===== src/rtl/lc3_pkg.sv =====
// Shared LC-3 decode definitions: opcode values, decode FSM states and field helpers.
package lc3_pkg;

    localparam logic [3:0] OP_BR   = 4'b0000;
    localparam logic [3:0] OP_ADD  = 4'b0001;
    localparam logic [3:0] OP_ST   = 4'b0011;
    localparam logic [3:0] OP_RTI  = 4'b1000;
    localparam logic [3:0] OP_RES  = 4'b1101;
    localparam logic [3:0] OP_TRAP = 4'b1111;

    typedef enum logic [2:0] {
        S_RESET_IDLE = 3'd0,
        S_REQ        = 3'd1,
        S_WAIT       = 3'd2,
        S_ISSUE      = 3'd3,
        S_HALT       = 3'd4
    } state_t;

    function automatic logic [15:0] sext5(input logic [4:0] v);
        return {{11{v[4]}}, v};
    endfunction

endpackage


===== src/rtl/lc3_field_split.sv =====
// Purely combinational split of an LC-3 instruction word into decoded fields.
module lc3_field_split
    import lc3_pkg::*;
(
    input  logic [15:0] ir,
    output logic [3:0]  opcode,
    output logic [2:0]  dr,
    output logic [2:0]  sr1,
    output logic [2:0]  sr2,
    output logic        imm_mode,
    output logic [15:0] imm5,
    output logic [8:0]  offset,
    output logic [2:0]  br_nzp,
    output logic        illegal
);

    assign opcode   = ir[15:12];
    assign dr       = ir[11:9];
    assign sr1      = ir[8:6];
    assign sr2      = ir[2:0];
    assign imm_mode = ir[5];
    assign imm5     = sext5(ir[4:0]);
    assign offset   = ir[8:0];
    // nzp passed through verbatim, including the never-taken 3'b000 case
    assign br_nzp   = (ir[15:12] == OP_BR) ? ir[11:9] : 3'b000;
    assign illegal  = (ir[15:12] == OP_RES) || (ir[15:12] == OP_RTI);

endmodule


===== src/rtl/lc3_decode.sv =====
// LC-3 decode stage: requests an instruction, registers its split fields, issues
// them to execute under valid/ready, and stops fetching after the halt TRAP.
module lc3_decode
    import lc3_pkg::*;
#(
    parameter logic [7:0] HALT_VEC = 8'h25
) (
    input  logic        clk,
    input  logic        rst,
    input  logic        instr_valid,
    input  logic [15:0] instr_in,
    input  logic [15:0] pc_in,
    input  logic        exec_ready,
    output logic        fetch_start,
    output logic        instr_ready,
    output logic        dec_valid,
    output logic [3:0]  opCode_out,
    output logic [2:0]  dr_out,
    output logic [2:0]  sr1_out,
    output logic [2:0]  sr2_out,
    output logic        imm_mode,
    output logic [15:0] imm5_out,
    output logic [8:0]  offset_out,
    output logic [2:0]  br_nzp,
    output logic [15:0] pc_out,
    output logic        illegal,
    output logic        halted
);

    state_t state_q, state_d;

    logic [3:0]  f_opcode;
    logic [2:0]  f_dr, f_sr1, f_sr2, f_nzp;
    logic        f_imm_mode, f_illegal;
    logic [15:0] f_imm5;
    logic [8:0]  f_offset;
    logic        capture;
    logic        is_halt;

    lc3_field_split u_split (
        .ir       (instr_in),
        .opcode   (f_opcode),
        .dr       (f_dr),
        .sr1      (f_sr1),
        .sr2      (f_sr2),
        .imm_mode (f_imm_mode),
        .imm5     (f_imm5),
        .offset   (f_offset),
        .br_nzp   (f_nzp),
        .illegal  (f_illegal)
    );

    assign capture = (state_q == S_WAIT) && instr_valid;
    // The registered fields are the IR; offset_out[7:0] holds the trap vector.
    assign is_halt = (opCode_out == OP_TRAP) && (offset_out[7:0] == HALT_VEC);

    always_ff @(posedge clk or posedge rst) begin
        if (rst) begin
            state_q <= S_RESET_IDLE;
        end else begin
            state_q <= state_d;
        end
    end

    always_comb begin
        state_d = state_q;
        case (state_q)
            S_RESET_IDLE: state_d = S_REQ;
            S_REQ:        state_d = S_WAIT;
            S_WAIT:       if (instr_valid) state_d = S_ISSUE;
            S_ISSUE:      if (exec_ready)  state_d = is_halt ? S_HALT : S_REQ;
            S_HALT:       state_d = S_HALT;
            default:      state_d = S_RESET_IDLE;
        endcase
    end

    always_ff @(posedge clk or posedge rst) begin
        if (rst) begin
            opCode_out <= '0;
            dr_out     <= '0;
            sr1_out    <= '0;
            sr2_out    <= '0;
            imm_mode   <= 1'b0;
            imm5_out   <= '0;
            offset_out <= '0;
            br_nzp     <= '0;
            pc_out     <= '0;
            illegal    <= 1'b0;
        end else if (capture) begin
            opCode_out <= f_opcode;
            dr_out     <= f_dr;
            sr1_out    <= f_sr1;
            sr2_out    <= f_sr2;
            imm_mode   <= f_imm_mode;
            imm5_out   <= f_imm5;
            offset_out <= f_offset;
            br_nzp     <= f_nzp;
            pc_out     <= pc_in;
            illegal    <= f_illegal;
        end
    end

    assign fetch_start = (state_q == S_REQ);
    assign instr_ready = (state_q == S_WAIT);
    assign dec_valid   = (state_q == S_ISSUE);
    assign halted      = (state_q == S_HALT);

endmodule


===== config.mk =====
export PLATFORM = sky130hd
export DESIGN_NAME = lc3_decode
export DESIGN_NICKNAME = d
export VERILOG_FILES = /design/src/rtl/lc3_pkg.sv /design/src/rtl/lc3_field_split.sv /design/src/rtl/lc3_decode.sv
export SDC_FILE = /design/constraint.sdc
export NUM_CORES = 1
export LEC_CHECK = 0
export CAP_MARGIN = 20
export CORE_MARGIN = 3
export CORE_UTILIZATION = 42
export CTS_BUF_LIST = sky130_fd_sc_hd__clkbuf_8
export CTS_CLUSTER_DIAMETER = 100
export CTS_CLUSTER_SIZE = 40
export DETAILED_ROUTE_END_ITERATION = 16
export PLACE_DENSITY = 0.87
export RECOVER_POWER = 50
export REMOVE_ABC_BUFFERS = 1
export SLEW_MARGIN = 20
export SYNTH_ARGS = -nofsm -noshare
export SYNTH_HDL_FRONTEND = slang
export SYNTH_SLANG_ARGS = --single-unit
export TNS_END_PERCENT = 1

===== constraint.sdc =====
create_clock -name clk -period 4.4 [get_ports clk]
set_input_delay 0.66 -clock clk [delete_from_list [all_inputs] [get_ports clk]]
set_output_delay 0.66 -clock clk [all_outputs]
set_load 0.02 [all_outputs]

run_1/final_clocks.png
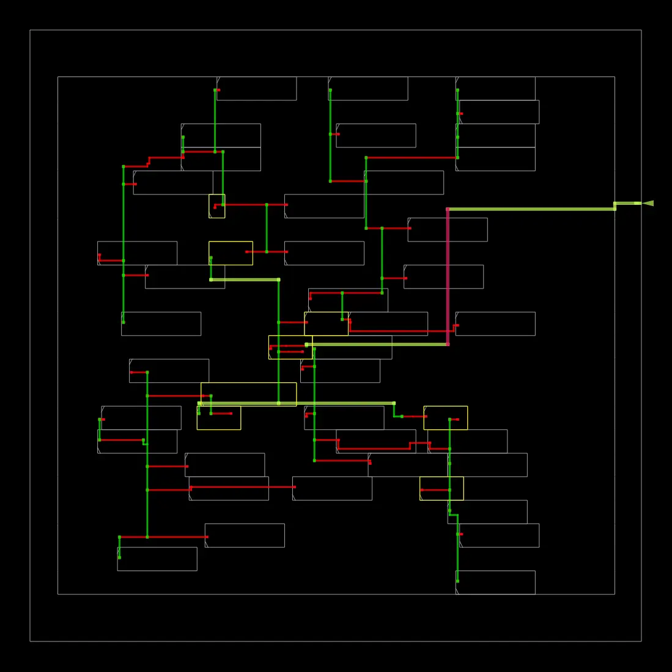
Clock Power: 0.000298 W
num sequential: 39
skew final: 0.00421 ns
clk_lat worst skew: 0.28 ns
clkbuf count: 6

run_1/gate_families.png
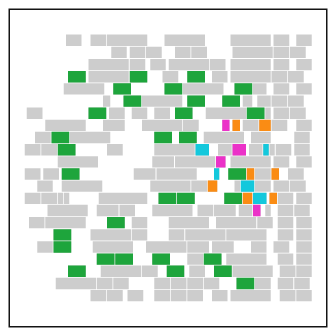
multiplexers: drawn in green, cells 32. inverting AOI/OAI gates: drawn in magenta, cells 4. NAND gates: drawn in cyan, cells 5, where east. NOR gates: drawn in orange, cells 7, where east.

==> GITHUB_STEP_SUMMARY, run 1 <==
## Implementation flow summary

| Metric | Value |
|---|---|
| Mean number of vias per cell | `5.09` |
| Asr flop ratio synth | `100%` |
| Setup TNS Final | `0 ns` |
| Max-cap violations | `1` |
| Largest power group | `combinational cells` |
| Power Total | `0.00216 W` |
| Worst stage delay on the critical path | `1.40 ns` |
| Iter 0 DRT Violations | `88` |
| Synthesized cell area | `1760 µm²` |
| Cell internal pwr | `0.00132 W` |
| Init Core Util | `45.6%` |
| NetSw | `0.000838 W` |
| Yosys top cell by area | `dfrtp_1` |
| Slowest cell on the critical path | `clkbuf_1` |
| Max clock buf depth | `2` |
| First-pass GRT wire length | `6.72 mm` |
| Switching share of power | `38.8%` |
| Clock-pin slew on the worst setup and hold paths | `0.07 ns` |
| Die width | `70.7 µm` |
| Avg Cell Area, Syn | `13.7 µm²` |
| Comb power frac | `55.1%` |
| P_comb | `0.00119 W` |
| Largest net degree at the start of global routing | `40` |
| FF+latch area | `976 µm²` |
| Most flops, register | `pc_out` |
| HPWL after detailed placement | `3.28 mm` |
| Setup repair after global routing missed its margin | `false` |
| Final count of pins violating max slew | `40` |
| CTS H-Tree Depth | `2` |
| Sink Count | `39` |
| Post-CTS sizing | `0` |
| FILL cells | `278` |
| Worst Path Arrival | `2.66 ns` |
| Status | `finished, violations left` |
| Crit-path cells | `dlygate4sd3_1 -> inv_1 -> clkbuf_1` |
| Biggest area cells | `dfrtp_1 (56%), mux2_2 (20%), buf_4 (11%)` |
| Row count | `22` |
| Yosys stat cell total | `128` |
| And+or+nand+nor area frac | `6.41%` |
| Setup crit start kind | `primary input` |
| Main synth FF type | `dfrtp_1` |
| Hold wc startpoint | `pc_out[12]` |
| Max FFs per register | `16` |
| Final setup margin | `1.74 ns` |
| Mi-comb count | `56` |
| Final hold vios | `0` |
| Nonclk buf count | `99` |
| Hold Path Cell Cnt | `1` |
| Post-CTS Repair Setup Buffers | `0` |
| Highest routed layer | `met4` |
| Sequential power share | `31.1%` |
| Post-synth top cells | `dfrtp_1 (39), mux2_2 (32), buf_4 (25)` |
| Synthesis area per yosys | `1760 µm²` |
| Hold_buf cts | `0` |
| Crit path buf inv count | `3` |
| Logic inverters | `5` |
| Met1 WL | `1.55 mm` |
| Mux share | `20.5%` |
| Unique cell types | `20` |
| Total number of yosys warnings | `0` |
| Top cell category | `buffers` |
| Seq/total area | `36.2%` |
| Critical path fanouts, max | `39` |
| Die H | `70.7 µm` |
| Drt wl/cell | `16.6 µm` |
| Setup WS pre-CTS | `1.86 ns` |
| CTS Buf Count | `5` |
| Hold_ws | `0.499 ns` |
| Crit path depth | `3` |
| Die area | `5000 µm²` |
| Met2 Usage GRT | `30.2%` |
| F_max | `377 MHz` |
| Core footprint | `3850 µm²` |
| Root Driver | `clkbuf_8` |
| Initial antenna violation count | `0` |
| Worst r2r src | `state_q[0]` |
| Failing checks | `capacitance limit, slew limit` |
| Peak supply drop | `401 µV` |
| Total GRT Usage | `17.2%` |
| Clock power frac | `13.8%` |
| XOR Share, Synth | `0.498%` |
| # port buffers | `98` |
| Power Dens Cells | `801 nW/µm²` |
| Number of enable flip-flop cells | `0` |
| DP Cell Count | `247` |
| Final net count | `242` |
| Area of the multi-input gates | `536 µm²` |
| GP Congestion | `0.852` |
| Max-area cell share | `55.5%` |
run_1/met2.png
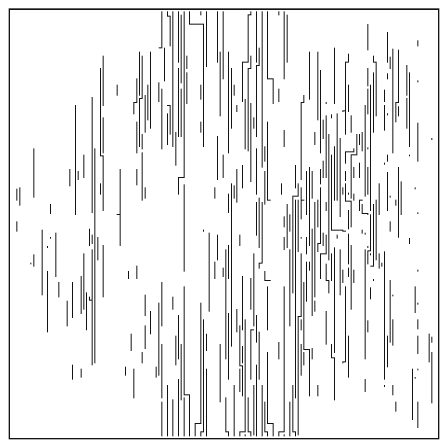
The layer carries 2180 µm of wire. The wires run mostly vertical. The layer holds 52% of the routed length. The longest straight run is 35.4 µm.

==> run 2: changes to the inputs <==
--- a/config.mk
+++ b/config.mk
@@ -7,12 +7,12 @@
 export LEC_CHECK = 0
 export CAP_MARGIN = 20
 export CORE_MARGIN = 3
-export CORE_UTILIZATION = 42
+export CORE_UTILIZATION = 39
 export CTS_BUF_LIST = sky130_fd_sc_hd__clkbuf_8
 export CTS_CLUSTER_DIAMETER = 100
 export CTS_CLUSTER_SIZE = 40
 export DETAILED_ROUTE_END_ITERATION = 16
-export PLACE_DENSITY = 0.87
+export PLACE_DENSITY = 0.81
 export RECOVER_POWER = 50
 export REMOVE_ABC_BUFFERS = 1
 export SLEW_MARGIN = 20
==> constraint.sdc (replaced) <==
create_clock -name clk -period 2.7 [get_ports clk]
set_input_delay 0.405 -clock clk [delete_from_list [all_inputs] [get_ports clk]]
set_output_delay 0.405 -clock clk [all_outputs]
set_load 0.02 [all_outputs]
run_2/met2.png
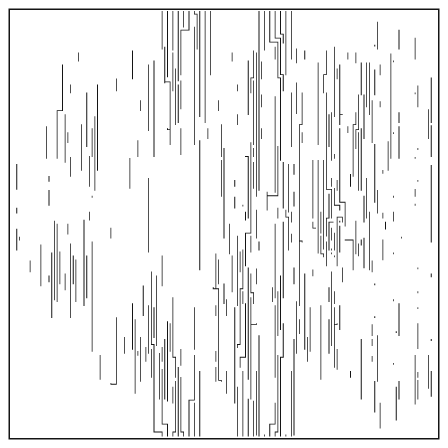
The wires run mostly vertical. The longest straight run is 30.9 µm.

run_2/cell_classes.png
Bar = 20 µm. Fill, decap, tap and diode cells in gray.
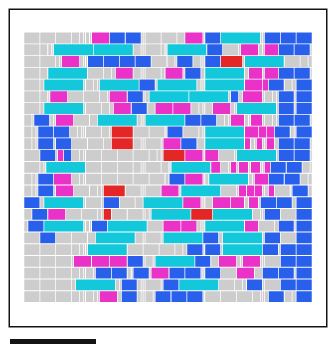
clock drivers and dummy loads: drawn in red, cells 7. other buffers and delay cells: drawn in blue, cells 100. flip-flops: drawn in cyan, cells 39. all other logic: drawn in magenta, cells 61.

==> run 2 against run 1 <==
  * The flow now finishes without violations
  * Critical path depth decreased by 1
  * Sequential share of layout area increased by 0.34 points
  * Clock power increased by 29%
  * Cell count increased by 0.78%
  * Global-route usage decreased by 1.2 points
  * Worst hold slack improved by 0.0016 ns
  * Final area decreased by 0.93%
  * Highest routed layer unchanged
  * Combinational power increased by 62%
  * Worst setup slack got worse by 1.2 ns
  * Core utilization decreased by 5.9 points
  * Total power increased by 57%
==> GITHUB_STEP_SUMMARY, run 2 <==
## Implementation flow summary

| Metric | Value |
|---|---|
| Drt wl/cell | `16.2 µm` |
| Row count | `23` |
| Worst stage delay on the critical path | `0.67 ns` |
| Post-layout util | `63.9%` |
| Clock-pin slew on the worst setup and hold paths | `0.07 ns` |
| Met1 Use GR | `18.1%` |
| Nonclk buf count | `100` |
| Setup TNS Final | `0 ns` |
| Power Total | `0.00339 W` |
| Most frequent cell after synthesis | `dfrtp_1` |
| Clock power frac | `11.3%` |
| Switching share of power | `39.3%` |
| CTS H-Tree Depth | `2` |
| Crit path buf inv count | `1` |
| Sink Count | `39` |
| Hold wc startpoint | `pc_out[2]` |
| Hold Path Cell Cnt | `1` |
| Initial antenna violation count | `0` |
| Die H | `73.1 µm` |
| CP required | `2.30 ns` |
| Peak supply drop | `504 µV` |
| Critical path fanouts, max | `9` |
| Clock Power | `0.000383 W` |
| Reg2reg end | `sr2_out[1]` |
| Met3 Usage GRT | `4.82%` |
| Most flops, register | `pc_out` |
| XOR Share, Synth | `0.498%` |
| Met1 WL | `1.57 mm` |
| Yosys top cell by area | `dfrtp_1` |
| F_max | `460 MHz` |
| Yosys stat cell total | `128` |
| Avg Cell Area, Syn | `13.7 µm²` |
| Top logic cell family in the synthesized netlist | `multiplexers` |
| # diodes | `0` |
| Synthesis area per yosys | `1760 µm²` |
| R2R cell count | `3` |
| Post-synth top cells | `dfrtp_1 (39), mux2_2 (32), buf_4 (25)` |
| Slew @ Worst Pin | `0.924 ns` |
| Mi-comb count | `56` |
| Max-area cell share | `55.5%` |
| Num sequential | `39` |
| Layout Cells excl Fill | `257` |
| Hold_buf cts | `0` |
| Buffering overhead | `37.1%` |
| Power in sequential cells | `0.00107 W` |
| Crit path depth | `2` |
| Post-CTS Repair Setup Buffers | `0` |
| Largest power group | `combinational cells` |
| Cell internal pwr | `0.00205 W` |
| Setup repair after global routing missed its margin | `false` |
| Met2 Usage GRT | `28.0%` |
| Number of enable flip-flop cells | `0` |
| Logic inverters | `5` |
| CTS tree | `built` |
| Routed met3 length | `482 µm` |
| Max FFs per register | `16` |
| Final setup margin | `0.525 ns` |
| NetSw | `0.00133 W` |
| DP Cell Count | `250` |
| Max clock buf depth | `2` |
| Root Driver | `clkbuf_8` |
| Iter 0 DRT Violations | `94` |
| Biggest area cells | `dfrtp_1 (56%), mux2_2 (20%), buf_4 (11%)` |
| Final hold vios | `0` |
| Setup crit start kind | `flop` |
| HPWL after detailed placement | `3.20 mm` |
| FILL cells | `320` |
| Hold EP | `pc_out[2]` |
| And+or+nand+nor area frac | `6.41%` |
| Clock Network Area Fraction | `3.28%` |
| Status | `finished clean` |
| Highest routed layer | `met4` |
| First-pass GRT wire length | `6.45 mm` |
| Slowest cell on the critical path | `clkdlybuf4s50_1` |
| CP Class | `flop to primary output` |
| Sequential power share | `31.7%` |
| Setup WS pre-CTS | `0.648 ns` |
| Post-CTS sizing | `0` |
| Final setup vio count | `0` |
| CTS Buf Count | `5` |
| Worst hold path type | `flop to flop` |
| Fin crit period | `2.17 ns` |
| Skew final | `0.00524 ns` |
| Init Core Util | `42.1%` |
| Die area | `5350 µm²` |
| P_comb | `0.00193 W` |
| Worst r2r src | `state_q[0]` |
| Hold_ws | `0.501 ns` |
| Asr flop ratio synth | `100%` |
| Worst Path Arrival | `1.77 ns` |
| Synthesized cell area | `1760 µm²` |
| Core footprint | `4170 µm²` |
| Mean number of vias per cell | `4.99` |
| Final net count | `243` |
| Final count of pins violating max slew | `0` |
| Sequential share of the synthesized area | `55.5%` |
| CP Capture Point | `instr_ready` |
| Unique cell types | `20` |
| FF+latch area | `976 µm²` |
| DRT Pass-1 Iters | `4` |
| # port buffers | `98` |
| Comb power frac | `57.0%` |
| Die width | `73.1 µm` |
| Clk_lat worst skew | `0.28 ns` |
| Max-cap violations | `0` |
| Most frequent logic cell in the layout | `clkdlybuf4s50_1` |
| Power Dens Cells | `1270 nW/µm²` |
| Total number of yosys warnings | `0` |
| Largest net degree at the start of global routing | `40` |
| Crit-path cells | `nor3b_1 -> clkdlybuf4s50_1` |
| GP Congestion | `0.896` |
| Clkbuf count | `6` |
| Area of the multi-input gates | `532 µm²` |
| Combinational share of cell area | `19.9%` |
| Seq/total area | `36.6%` |
| Main synth FF type | `dfrtp_1` |
| Mux share | `20.5%` |
| Total GRT Usage | `16.0%` |
| Top cell category | `buffers` |
| Top Family by Delay on Critical Path | `buffers and inverters` |
run_2/final_clocks.png
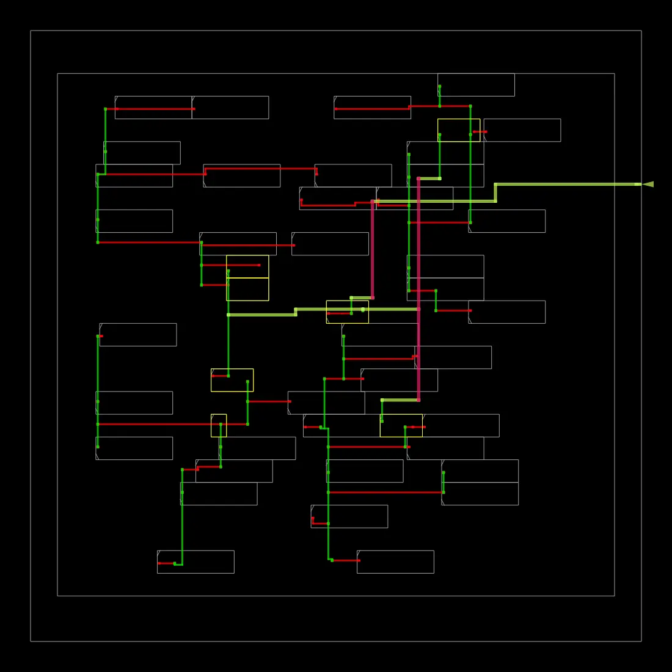

==> run 3: changes to the inputs <==
--- a/config.mk
+++ b/config.mk
@@ -7,12 +7,12 @@
 export LEC_CHECK = 0
 export CAP_MARGIN = 20
 export CORE_MARGIN = 3
-export CORE_UTILIZATION = 39
+export CORE_UTILIZATION = 36
 export CTS_BUF_LIST = sky130_fd_sc_hd__clkbuf_8
 export CTS_CLUSTER_DIAMETER = 100
 export CTS_CLUSTER_SIZE = 40
 export DETAILED_ROUTE_END_ITERATION = 16
-export PLACE_DENSITY = 0.81
+export PLACE_DENSITY = 0.79
 export RECOVER_POWER = 50
 export REMOVE_ABC_BUFFERS = 1
 export SLEW_MARGIN = 20
==> constraint.sdc (replaced) <==
create_clock -name clk -period 1.86 [get_ports clk]
set_input_delay 0.279 -clock clk [delete_from_list [all_inputs] [get_ports clk]]
set_output_delay 0.279 -clock clk [all_outputs]
set_load 0.02 [all_outputs]
run_3/final_clocks.png
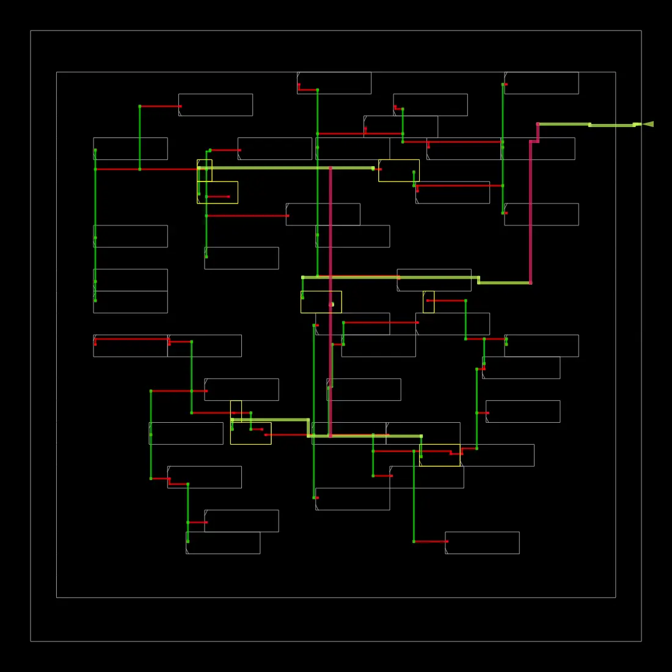
CTS Buf Count: 5
clkbuf count: 5
clk_lat worst skew: 0.29 ns
Clock Power: 0.000534 W

run_3/drive_strength.png
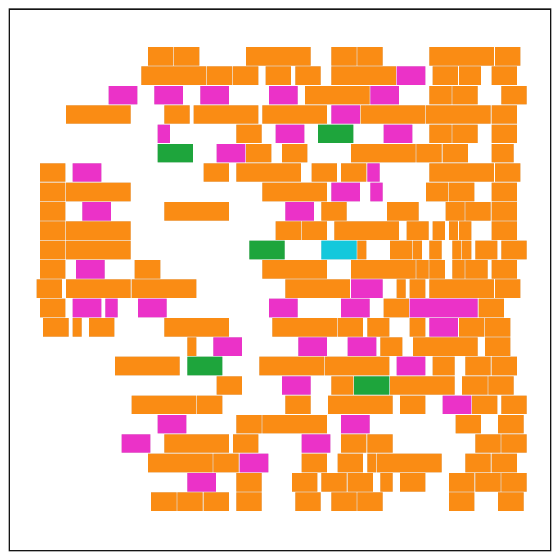
drive 3 to 4: drawn in cyan, cells 1, share 0.48%. drive 2: drawn in magenta, cells 38, share 18%. drive 1 or less: drawn in orange, cells 165, share 79%. drive 6 and up: drawn in green, cells 5, share 2.4%.

==> run 3 against run 2 <==
  * Critical path depth unchanged
  * Worst hold slack better by 0.0078 ns
  * Clock power rose by 39%
  * Sequential power up 47%
  * Register-to-register slack got worse by 0.57 ns
  * Largest cell class unchanged
  * Worst setup slack worse by 0.41 ns
  * Routed wire length shrank 3.4%
  * Flip-flop count stayed put
==> GITHUB_STEP_SUMMARY, run 3 <==
## Implementation flow summary

| Metric | Value |
|---|---|
| Row count | `24` |
| Sink Count | `39` |
| Seq/total area | `36.3%` |
| Sequential share of the synthesized area | `55.5%` |
| CP Capture Point | `instr_ready` |
| Mi-comb count | `56` |
| Highest routed layer | `met4` |
| Power Dens Cells | `1850 nW/µm²` |
| F_max | `574 MHz` |
| Final hold vios | `0` |
| Worst Path Arrival | `1.46 ns` |
| Worst stage delay on the critical path | `0.46 ns` |
| Mux share | `20.5%` |
| Final count of pins violating max slew | `0` |
| Final setup vio count | `0` |
| Core footprint | `4530 µm²` |
| FILL cells | `377` |
| Status | `finished clean` |
| Total number of yosys warnings | `0` |
| Post-CTS Repair Setup Buffers | `0` |
| Comb power frac | `57.8%` |
| CTS tree | `built` |
| Met2 Usage GRT | `21.7%` |
| Init Core Util | `38.8%` |
| Clock Network Area Fraction | `3.02%` |
| NetSw | `0.00196 W` |
| Power in sequential cells | `0.00157 W` |
| Most frequent logic cell in the layout | `clkdlybuf4s50_1` |
| CP required | `1.58 ns` |
| First-pass GRT wire length | `5.84 mm` |
| Most frequent cell after synthesis | `dfrtp_1` |
| Largest power group | `combinational cells` |
| Worst r2r src | `state_q[0]` |
| Final net count | `244` |
| Logic inverters | `5` |
| HPWL after detailed placement | `3.03 mm` |
| Yosys top cell by area | `dfrtp_1` |
| Setup WS pre-CTS | `0.108 ns` |
| Hold_ws | `0.509 ns` |
| FF+latch area | `977 µm²` |
| Num sequential | `39` |
| Hold_buf cts | `0` |
| Setup crit start kind | `flop` |
| Crit path depth | `2` |
| Clock-pin slew on the worst setup and hold paths | `0.08 ns` |
| Initial antenna violation count | `0` |
| Met1 Use GR | `17.8%` |
| Slowest cell on the critical path | `dfrtp_1` |
| Top Family by Delay on Critical Path | `flip-flops` |
| Worst hold path type | `flop to flop` |
| Top cell category | `buffers` |
| Crit-path cells | `nor3b_1 -> dlygate4sd2_1` |
| Hold Path Cell Cnt | `1` |
| Area of the multi-input gates | `542 µm²` |
| Most flops, register | `pc_out` |
| Die width | `75.9 µm` |
| Avg Cell Area, Syn | `13.7 µm²` |
| Asr flop ratio synth | `100%` |
| R2R cell count | `3` |
| Max-cap violations | `0` |
| Yosys stat cell total | `128` |
| XOR Share, Synth | `0.498%` |
| Layout Cells excl Fill | `274` |
| Met3 Usage GRT | `5.54%` |
| CTS H-Tree Depth | `2` |
No activity file was given, so power comes from the tool's default toggle rates.
